$ cat src/rtl/nios2_c_onchip_memory_arbiter_pkg.sv
// Shared types and constants for the two-master on-chip memory arbiter.
// Holds the FSM state encoding, requester id and the saturating error-count helper.
package nios2_c_onchip_memory_arbiter_pkg;

    localparam int ERR_W         = 8;
    localparam int DEPTH_DEFAULT = 75000;

    localparam logic [ERR_W-1:0] ERR_MAX = '1;

    typedef enum logic [1:0] {
        ST_ARB   = 2'd0,
        ST_LOCK0 = 2'd1,
        ST_LOCK1 = 2'd2
    } arb_state_e;

    typedef logic req_id_t;

    localparam req_id_t REQ_M0 = 1'b0;
    localparam req_id_t REQ_M1 = 1'b1;

    // Adds 0..2 events to the error count, clamping at ERR_MAX.
    function automatic logic [ERR_W-1:0] err_add(input logic [ERR_W-1:0] cnt,
                                                 input logic [1:0]       inc);
        logic [ERR_W:0] sum;
        sum = {1'b0, cnt} + {{(ERR_W-1){1'b0}}, inc};
        return sum[ERR_W] ? ERR_MAX : sum[ERR_W-1:0];
    endfunction

endpackage

$ cat src/rtl/nios2_c_rr_arbiter2.sv
// Two-way round-robin grant selection; a lone requester always wins,
// on contention the requester that was not granted last wins.
module nios2_c_rr_arbiter2
    import nios2_c_onchip_memory_arbiter_pkg::*;
(
    input  logic [1:0] req,
    input  req_id_t    last_grant,
    input  logic       enable,
    output logic [1:0] grant
);

    always_comb begin
        // NOTE: every combinational output gets a default first so no path can infer a latch.
        grant = 2'b00;
        if (enable) begin
            case (req)
                2'b01:   grant = 2'b01;
                2'b10:   grant = 2'b10;
                2'b11:   grant = (last_grant == REQ_M1) ? 2'b01 : 2'b10;
                default: grant = 2'b00;
            endcase
        end
    end

endmodule

$ cat src/rtl/nios2_c_onchip_memory_arbiter.sv
// Arbitrates two Avalon-style masters onto one single-port on-chip memory with
// optional bus locking, 1-cycle read return, range checking and error counting.
module nios2_c_onchip_memory_arbiter
    import nios2_c_onchip_memory_arbiter_pkg::*;
#(
    parameter int ADDR_W   = 17,
    parameter int DATA_W   = 32,
    parameter int DEPTH    = DEPTH_DEFAULT,
    parameter int LOCK_MAX = 16
) (
    input  logic              clk,
    input  logic              reset_n,

    input  logic [ADDR_W-1:0] m0_address,
    input  logic [3:0]        m0_byteenable,
    input  logic              m0_read,
    input  logic              m0_write,
    input  logic              m0_lock,
    input  logic [DATA_W-1:0] m0_writedata,
    output logic              m0_waitrequest,
    output logic [DATA_W-1:0] m0_readdata,
    output logic              m0_readdatavalid,

    input  logic [ADDR_W-1:0] m1_address,
    input  logic [3:0]        m1_byteenable,
    input  logic              m1_read,
    input  logic              m1_write,
    input  logic              m1_lock,
    input  logic [DATA_W-1:0] m1_writedata,
    output logic              m1_waitrequest,
    output logic [DATA_W-1:0] m1_readdata,
    output logic              m1_readdatavalid,

    output logic [ADDR_W-1:0] mem_address,
    output logic [3:0]        mem_byteenable,
    output logic              mem_chipselect,
    output logic              mem_write,
    output logic [DATA_W-1:0] mem_writedata,
    output logic              mem_clken,
    input  logic [DATA_W-1:0] mem_readdata,

    output logic [ERR_W-1:0]  err_count
);

    localparam int               CNT_W     = $clog2(LOCK_MAX + 1);
    localparam logic [CNT_W-1:0] LOCK_LAST = CNT_W'(LOCK_MAX - 1);
    localparam logic [31:0]      DEPTH_U   = 32'(DEPTH);

    arb_state_e       state_q,      state_d;
    req_id_t          last_grant_q, last_grant_d;
    logic [CNT_W-1:0] lock_cnt_q,   lock_cnt_d;
    logic             rd_vld_q,     rd_vld_d;
    req_id_t          rd_owner_q,   rd_owner_d;
    logic             rd_oor_q,     rd_oor_d;
    logic [ERR_W-1:0] err_q,        err_d;

    logic [1:0]        req_vec;
    logic [1:0]        rr_grant;
    logic [1:0]        grant;
    logic              arb_en;
    logic              accepted;
    req_id_t           sel;
    logic [ADDR_W-1:0] cmd_addr;
    logic              cmd_write;
    logic              cmd_lock;
    logic              cmd_oor;
    logic              owner_lock;
    logic              timeout;
    logic [DATA_W-1:0] rd_data;

    assign req_vec = {m1_read | m1_write, m0_read | m0_write};
    assign arb_en  = reset_n && (state_q == ST_ARB);

    nios2_c_rr_arbiter2 u_rr (
        .req        (req_vec),
        .last_grant (last_grant_q),
        .enable     (arb_en),
        .grant      (rr_grant)
    );

    // While locked only the owner can be granted; nothing is granted during reset.
    always_comb begin
        grant = 2'b00;
        if (reset_n) begin
            case (state_q)
                ST_ARB:   grant = rr_grant;
                ST_LOCK0: grant = {1'b0, req_vec[0]};
                ST_LOCK1: grant = {req_vec[1], 1'b0};
                default:  grant = 2'b00;
            endcase
        end
    end

    assign accepted   = |grant;
    assign sel        = grant[1];
    assign cmd_addr   = sel ? m1_address : m0_address;
    assign cmd_write  = sel ? m1_write   : m0_write;
    assign cmd_lock   = sel ? m1_lock    : m0_lock;
    assign cmd_oor    = 32'(cmd_addr) >= DEPTH_U;
    assign owner_lock = (state_q == ST_LOCK1) ? m1_lock : m0_lock;

    assign m0_waitrequest = ~grant[0];
    assign m1_waitrequest = ~grant[1];

    assign mem_address    = cmd_addr;
    assign mem_byteenable = sel ? m1_byteenable : m0_byteenable;
    assign mem_writedata  = sel ? m1_writedata  : m0_writedata;
    assign mem_chipselect = accepted & ~cmd_oor;
    assign mem_write      = accepted & ~cmd_oor & cmd_write;
    assign mem_clken      = reset_n;

    assign rd_data          = rd_oor_q ? '0 : mem_readdata;
    assign m0_readdatavalid = reset_n & rd_vld_q & (rd_owner_q == REQ_M0);
    assign m1_readdatavalid = reset_n & rd_vld_q & (rd_owner_q == REQ_M1);
    assign m0_readdata      = m0_readdatavalid ? rd_data : '0;
    assign m1_readdata      = m1_readdatavalid ? rd_data : '0;

    assign err_count = err_q;

    always_comb begin
        state_d      = state_q;
        last_grant_d = last_grant_q;
        lock_cnt_d   = lock_cnt_q;
        timeout      = 1'b0;

        if (accepted) begin
            last_grant_d = sel;
        end

        case (state_q)
            ST_ARB: begin
                if (accepted && cmd_lock) begin
                    state_d    = sel ? ST_LOCK1 : ST_LOCK0;
                    lock_cnt_d = '0;
                end
            end
            ST_LOCK0, ST_LOCK1: begin
                if (!owner_lock) begin
                    state_d    = ST_ARB;
                    lock_cnt_d = '0;
                end else if (lock_cnt_q == LOCK_LAST) begin
                    state_d    = ST_ARB;
                    lock_cnt_d = '0;
                    timeout    = 1'b1;
                end else begin
                    lock_cnt_d = lock_cnt_q + CNT_W'(1);
                end
            end
            default: state_d = ST_ARB;
        endcase
    end

    // Out-of-range reads still occupy the return slot so the master sees a zero reply.
    always_comb begin
        rd_vld_d   = accepted & ~cmd_write;
        rd_owner_d = sel;
        rd_oor_d   = cmd_oor;
        err_d      = err_add(err_q, {1'b0, accepted & cmd_oor} + {1'b0, timeout});
    end

    always_ff @(posedge clk) begin
        // NOTE: state registers use non-blocking assignments so every flop samples pre-edge values.
        if (!reset_n) begin
            state_q      <= ST_ARB;
            last_grant_q <= REQ_M1;
            lock_cnt_q   <= '0;
            rd_vld_q     <= 1'b0;
            rd_owner_q   <= REQ_M0;
            rd_oor_q     <= 1'b0;
            err_q        <= '0;
        end else begin
            state_q      <= state_d;
            last_grant_q <= last_grant_d;
            lock_cnt_q   <= lock_cnt_d;
            rd_vld_q     <= rd_vld_d;
            rd_owner_q   <= rd_owner_d;
            rd_oor_q     <= rd_oor_d;
            err_q        <= err_d;
        end
    end

endmodule

$ cat config.mk
export PLATFORM = sky130hd
export DESIGN_NAME = nios2_c_onchip_memory_arbiter
export DESIGN_NICKNAME = d
export VERILOG_FILES = /design/src/rtl/nios2_c_onchip_memory_arbiter_pkg.sv /design/src/rtl/nios2_c_rr_arbiter2.sv /design/src/rtl/nios2_c_onchip_memory_arbiter.sv
export SDC_FILE = /design/constraint.sdc
export NUM_CORES = 1
export LEC_CHECK = 0
export CORE_AREA = 5 5 105 107
export DETAILED_ROUTE_END_ITERATION = 8
export DIE_AREA = 0 0 110 112
export HOLD_SLACK_MARGIN = 0.05
export MAX_ROUTING_LAYER = met4
export PLACE_DENSITY = 0.72
export SYNTH_ARGS = -nofsm -noshare
export SYNTH_HDL_FRONTEND = slang
export SYNTH_SLANG_ARGS = --single-unit
$ cat constraint.sdc
create_clock -name clk -period 3.4 [get_ports clk]
set_input_delay 0.68 -clock clk [delete_from_list [all_inputs] [get_ports clk]]
set_output_delay 0.68 -clock clk [all_outputs]
set_load 0.03 [all_outputs]
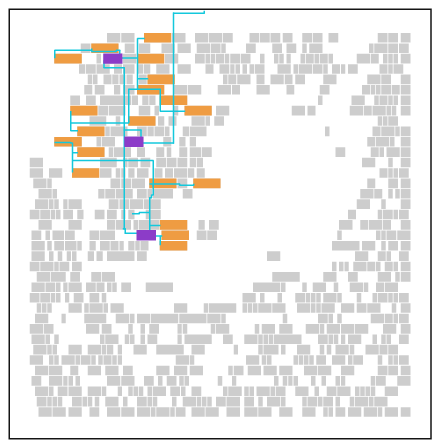
(run_1/clock_wires.png)
[cyan] clock wires | length: 293 µm
[purple] clock-net drivers | count: 3
[orange] flip-flops | count: 19
routed clock nets	4
Clk Latency, worst-skew pair: 260 ps
maximum clock skew at final layout: 2.09 ps

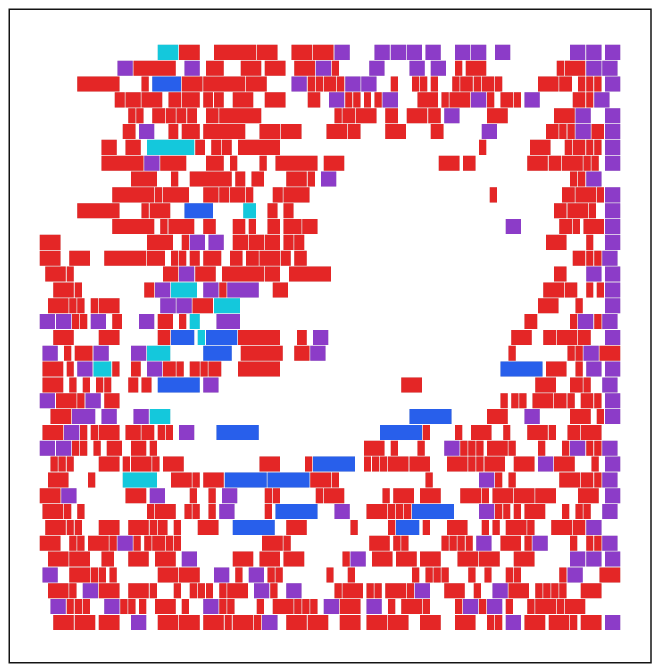
(run_1/sizing.png)
colour	size	cells
cyan	x2	11
blue	x6 and larger	17
purple	x3 and x4	135
red	x1 and smaller	532

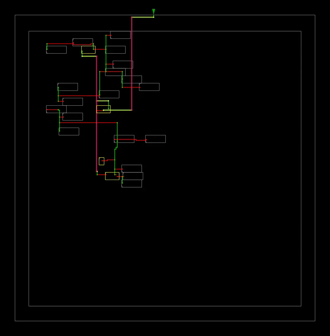
(run_1/clock_nets.png)
clock sink count: 19
Seq cells: 19
clock buf count: 3
total clock buffers created by CTS: 3
clock network power: 163 µW

==> results.cfg, run 1 <==
; physical design summary
[outcome]
outcome = completed

[timing]
fmax_mhz = 305
hold_violations = 0
drv_slew = 0
timing_worst_slew_pin_value_ps = 810
grt_setup_unrepaired = true
slew_headroom_pct = 45.9
period_used_pct = 96.4
finalHoldWorstSlack_ps = 452

[layout]
layout-area-overhead-vs-synth_pct = 128
layout.core_utilization_pct = 52.2
proportion_of_layout_cells_with_a_drive_suffix_above_1_pct = 23.5
multi_input_comb_area_um2 = 1830
fillerInstances = 951
layout.cells.most_common = nand2_1
layout.nets = 849

[pwr]
powerDensity_nw_per_um2 = 339
cellInternalPower_uw = 915
leakage_nw = 2.55
switching_share_pct = 48.5
total_power_mw = 1.78
power.share.combinational_pct = 75.5
switchingPower_uw = 861

[logic_synthesis]
postSynthCellCount = 414
seq_area_frac_synth_pct = 16.5
yosys.stat.chipArea_um2 = 2310
area_of_the_mapped_netlist_um2 = 2310
count_of_library_flops_with_an_enable_pin = 0
numSynthFlops = 19
synth.largest_area_cell = nand2_1
topCellsByArea = nand2_1, dfxtp_1, nor2_1
synth.avg_cell_area_um2 = 5.57
async_reset_ff_share_pct = 0
top_area_share_pct = 27.2
ys_dominant_reg_cell = dfxtp_1

[placed_design]
place_hpwl_um = 10500
gp_congestion = 0.952

[grt]
antenna_found_initial = 0
grt_usage_pct = 19.3
grt_first_pass_wirelength_um = 18600

[worst_setup_path]
critPathMaxFanout = 3
setup.reg_to_reg.worst_slack_ps = 500
r2r_start = state_q[0]
cp.required_ps = 3560
cp.arrival_ps = 3440
type_of_destination_of_the_critical_path = flop
setup.worst_path.start = m1_address[12]
timing.critical_path.from_type = input port
r2r_end = err_count[7]
timing.setup.critical_path_class = input port to flop

[drt]
wl_per_cell_um = 15.0
num_vias = 3695
drt_wl_total_um = 12500
detail_route.first_pass.iterations = 4
detail_route.drc_violations = 0

[run]
drv.max_cap_violation_count = 0

[floorplan]
placement_rows = 37
number_of_top_level_design_ports = 278
initial_cell_density_of_the_core_pct = 23.0
design.die.area_um2 = 12300
chipWidth_um = 110

[clock_tree]
cts-htree-levels = 1
clock_tree.root_cell = clkbuf_8
cts_hold_buffers = 0
clk_transition_reported_paths_ps = 70
tritoncts_clock_tree = done

[hold_path]
hold_class = flop to flop
==> run 1: critical path, cell delays in order <==
cell and delay (ps):
clkdlybuf4s50_1 420, or4_4 560, nor3_2 110, a21oi_1 100, mux2_2 280, a21boi_1 160, fa_2 380, buf_4 140
buf_4 130, and3_1 160, nand3_1 90, mux2i_1 180, nor2_1 50
==> run 1: per-stage QoR <==
step	cell area [µm²]	setup TNS (ps)	instances	setup slack [ps]
after floorplan	2310	0	414	257
after global placement	5150	-1160	826	-222
after detailed placement	5150	-2050	826	-334
after CTS	5200	0	830	4.60
after global routing	5250	-8.77	831	-8.77
final	5250	0	831	124
==> run 1: power groups by stage <==
stage	clock (mW)	combinational, mW	sequential (mW)
6_report	0.163	1.34	0.273
5_1_grt	0.175	1.43	0.279
4_1_cts	0.167	1.34	0.273
3_5_place_dp	0	1.33	0.278
3_3_place_gp	0	1.31	0.276
2_1_floorplan	0	0.707	0.273
==> run 1: state kept, by name, summed over array words and instances (netlist names) <==
register and flops:
err_count 8, lock_cnt_q 5, state_q 2, last_grant_q 1, rd_oor_q 1, rd_owner_q 1
rd_vld_q 1
==> run 1: metal layers <==
metal,GRT usage (%),part of all wire (%)
met5,-,0
met4,6.07,2.7
met3,5.16,11
met2,33.5,49
met1,21.2,37
==> run 1: worst min-delay path by stage <==
stage / slack (ps) / to / cells after the start / start
after floorplan: 430 / lock_cnt_q[4] / 2 / lock_cnt_q[4]
after global placement: 440 / lock_cnt_q[4] / 2 / lock_cnt_q[4]
after detailed placement: 440 / lock_cnt_q[4] / 2 / lock_cnt_q[4]
after CTS: 450 / lock_cnt_q[4] / 2 / lock_cnt_q[4]
after global routing: 490 / lock_cnt_q[4] / 2 / lock_cnt_q[4]
final: 450 / lock_cnt_q[4] / 2 / lock_cnt_q[4]
==> run 1: cells by family after synthesis <==
group           share of synthesized area [%]
simple gates                             58.4
compound gates                           11.1
buf+inv                                  5.53
flops                                    16.5
fa+ha+maj                                4.12
mux                                      2.88
xor+xnor                                 1.52
==> run 1: cells in the mapped netlist, types with 2 or more instances <==
cell        n
nor2_1     70
clkbuf_1   15
mux2i_1     4
o31a_1      2
nor3b_1     3
a21boi_0    2
or4_1       2
a21oi_1    11
buf_2       6
nor3_1      3
inv_1       6
and3_1      7
nand3_1    13
nand2_1   167
o21ai_0     3
nand3b_1    2
ha_1        6
xor2_1      3
nand2b_1   33
o22ai_1     2
o21a_1      5
o31ai_1     2
o211a_1     2
and2_1      3
o211ai_2    2
dfxtp_1    19
==> run 1: area by class of cell <==
type | instances | share of cell area [%]
clock buffers | 3 | 0.787
clock inverters | 1 | 0.0954
inverters | 8 | 0.572
multi-input cells | 364 | 34.9
flip-flops and latches | 19 | 7.25
well taps | 136 | 3.24
repair buffers | 300 | 53.2
==> run 1: timing repair <==
action,in CTS,in global routing
gates resized,2,11
gates cloned,0,0
setup endpoints to repair,4,36
pin swaps,0,1
buffers inserted,0,1
--- run 2 (diff from run 1) ---
--- a/config.mk
+++ b/config.mk
@@ -9,7 +9,6 @@
 export DETAILED_ROUTE_END_ITERATION = 8
 export DIE_AREA = 0 0 110 112
 export HOLD_SLACK_MARGIN = 0.05
-export MAX_ROUTING_LAYER = met4
 export PLACE_DENSITY = 0.72
 export SYNTH_ARGS = -nofsm -noshare
 export SYNTH_HDL_FRONTEND = slang
==> results.cfg, run 2 <==
; physical design summary
[outcome]
outcome = completed

[worst_setup_path]
setup.worst_path.start = m1_address[12]
type_of_destination_of_the_critical_path = flop
timing.setup.critical_path_class = input port to flop
r2r_start = state_q[0]
timing.critical_path.from_type = input port
crit_path_frequent_cell = buf_4

[timing]
fmax_mhz = 306
timing.setup.tns_ps = 0
maximum_clock_skew_at_final_layout_ps = 1.79
period_used_pct = 96.2
slew_headroom_pct = 47.7

[logic_synthesis]
synth.largest_area_cell = nand2_1
synth.avg_cell_area_um2 = 5.57
numSynthFlops = 19
area_of_the_mapped_netlist_um2 = 2310
top_area_share_pct = 27.2
ys_dominant_reg_cell = dfxtp_1

[placed_design]
post_place_setup_slack_ps = -334
gp_congestion = 0.935

[drt]
met2_wirelength_um = 6160
detailed_route_wire_length_on_metal_1_um = 4530
met3_routed_wirelength_um = 1470

[pwr]
total_power_mw = 1.78

[floorplan]
placement_rows = 37
number_of_top_level_design_ports = 278
initial_cell_density_of_the_core_pct = 23.0

[clock_tree]
clock_insertion_delay_worst_skew_ps = 270
cts_hold_buffers = 0

[grt]
antenna_found_initial = 0
grt_first_pass_wirelength_um = 18600
grt_usage_pct = 18.8

[layout]
max_ffs_per_register = 8
layout.nets = 849
layout.cells.most_common = nand2_1
layout.core_utilization_pct = 52.2
proportion_of_layout_cells_with_a_drive_suffix_above_1_pct = 23.5

[hold_path]
hold_class = flop to flop
run 2: through the flow:
step	hold slack [ps]	cell area, µm²	instances
floorplan	426	2310	414
global placement	438	5150	826
detailed placement	445	5150	826
CTS	455	5200	830
global route	485	5250	831
finish	452	5250	831
run 2: cells by family after synthesis:
group                    after synthesis  share of synthesized area (%)
AND/OR/NAND/NOR                      311                           58.4
flip-flops                            19                           16.5
buffers and inverters                 31                           5.53
AND-OR/OR-AND                         36                           11.1
adder cells (fa/ha/maj)                7                           4.12
multiplexers                           6                           2.88
XOR/XNOR                               4                           1.52
run 2: final cells by class:
type / count / area (µm²)
Clock buffer: 3 / 41.3
Clock inverter: 1 / 5.00
Fill cell: 951 / 4800
Inverter: 8 / 30.0
Multi-Input combinational cell: 364 / 1830
Sequential cell: 19 / 380
Tap cell: 136 / 170
Timing Repair Buffer: 300 / 2790
run 2: worst min path at each step:
stage,from,to,cells after the start
global placement,lock_cnt_q[4],lock_cnt_q[4],2
CTS,lock_cnt_q[4],lock_cnt_q[4],2
finish,lock_cnt_q[4],lock_cnt_q[4],2
floorplan,lock_cnt_q[4],lock_cnt_q[4],2
global route,lock_cnt_q[4],lock_cnt_q[4],2
detailed placement,lock_cnt_q[4],lock_cnt_q[4],2
run 2: what timing repair did:
| item | 4_1_cts | 5_1_grt |
|---|---|---|
| endpoints found under the setup margin | 4 | 36 |
| resized | 2 | 11 |
| pin swaps | 0 | 1 |
| setup buffers | 0 | 1 |
run 2: worst max-delay path, delay by kind of cell:
kind	cells	cell delay (ps)
adders and majority gates	1	380
muxes	2	460
and+or+nand+nor	5	970
AOI/OAI and AO/OA	2	250
buffers and inverters	3	690
run 2: routing by layer:
metal / global-route usage, % / up-vias
met2: 34.0 / 161
li1: - / 1880
met5: 0 / -
met1: 20.1 / 1624
met4: 6.07 / 0
met3: 6.20 / 25
run 2: power by group:
| group | switching [mW] | leakage (nW) | internal, mW |
|---|---|---|---|
| clock | 0.0817 | 0.0255 | 0.0818 |
| combinational | 0.754 | 2.37 | 0.588 |
| sequential | 0.0269 | 0.154 | 0.246 |
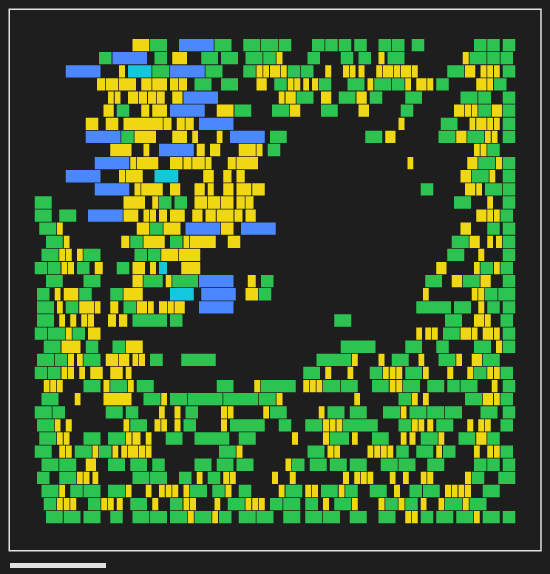
(run_2/class_map.png)
Bar = 20 µm.
colour	class	cells
blue	registers	19
cyan	clock drivers and dummy loads	4
green	remaining buffers and delay cells	300
yellow	remaining logic cells	372

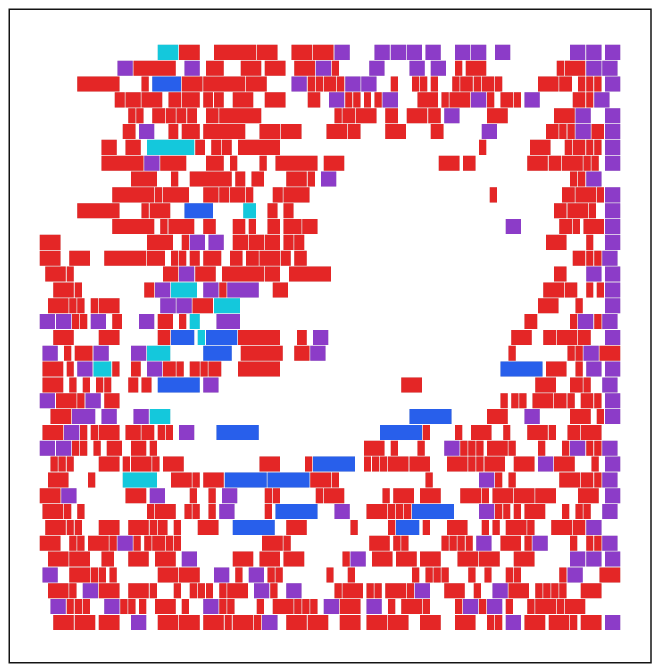
(run_2/sizing.png)
colour	size	cells
cyan	x2	11
blue	x6 and larger	17
purple	x3 and x4	135
red	x1 and smaller	532
layout overhead on the synthesized area: 128%
area of all placed cells without fillers: 5250 µm²
non-clock buffer count in the final layout: 300

Power is estimated from default activity; no workload was simulated.
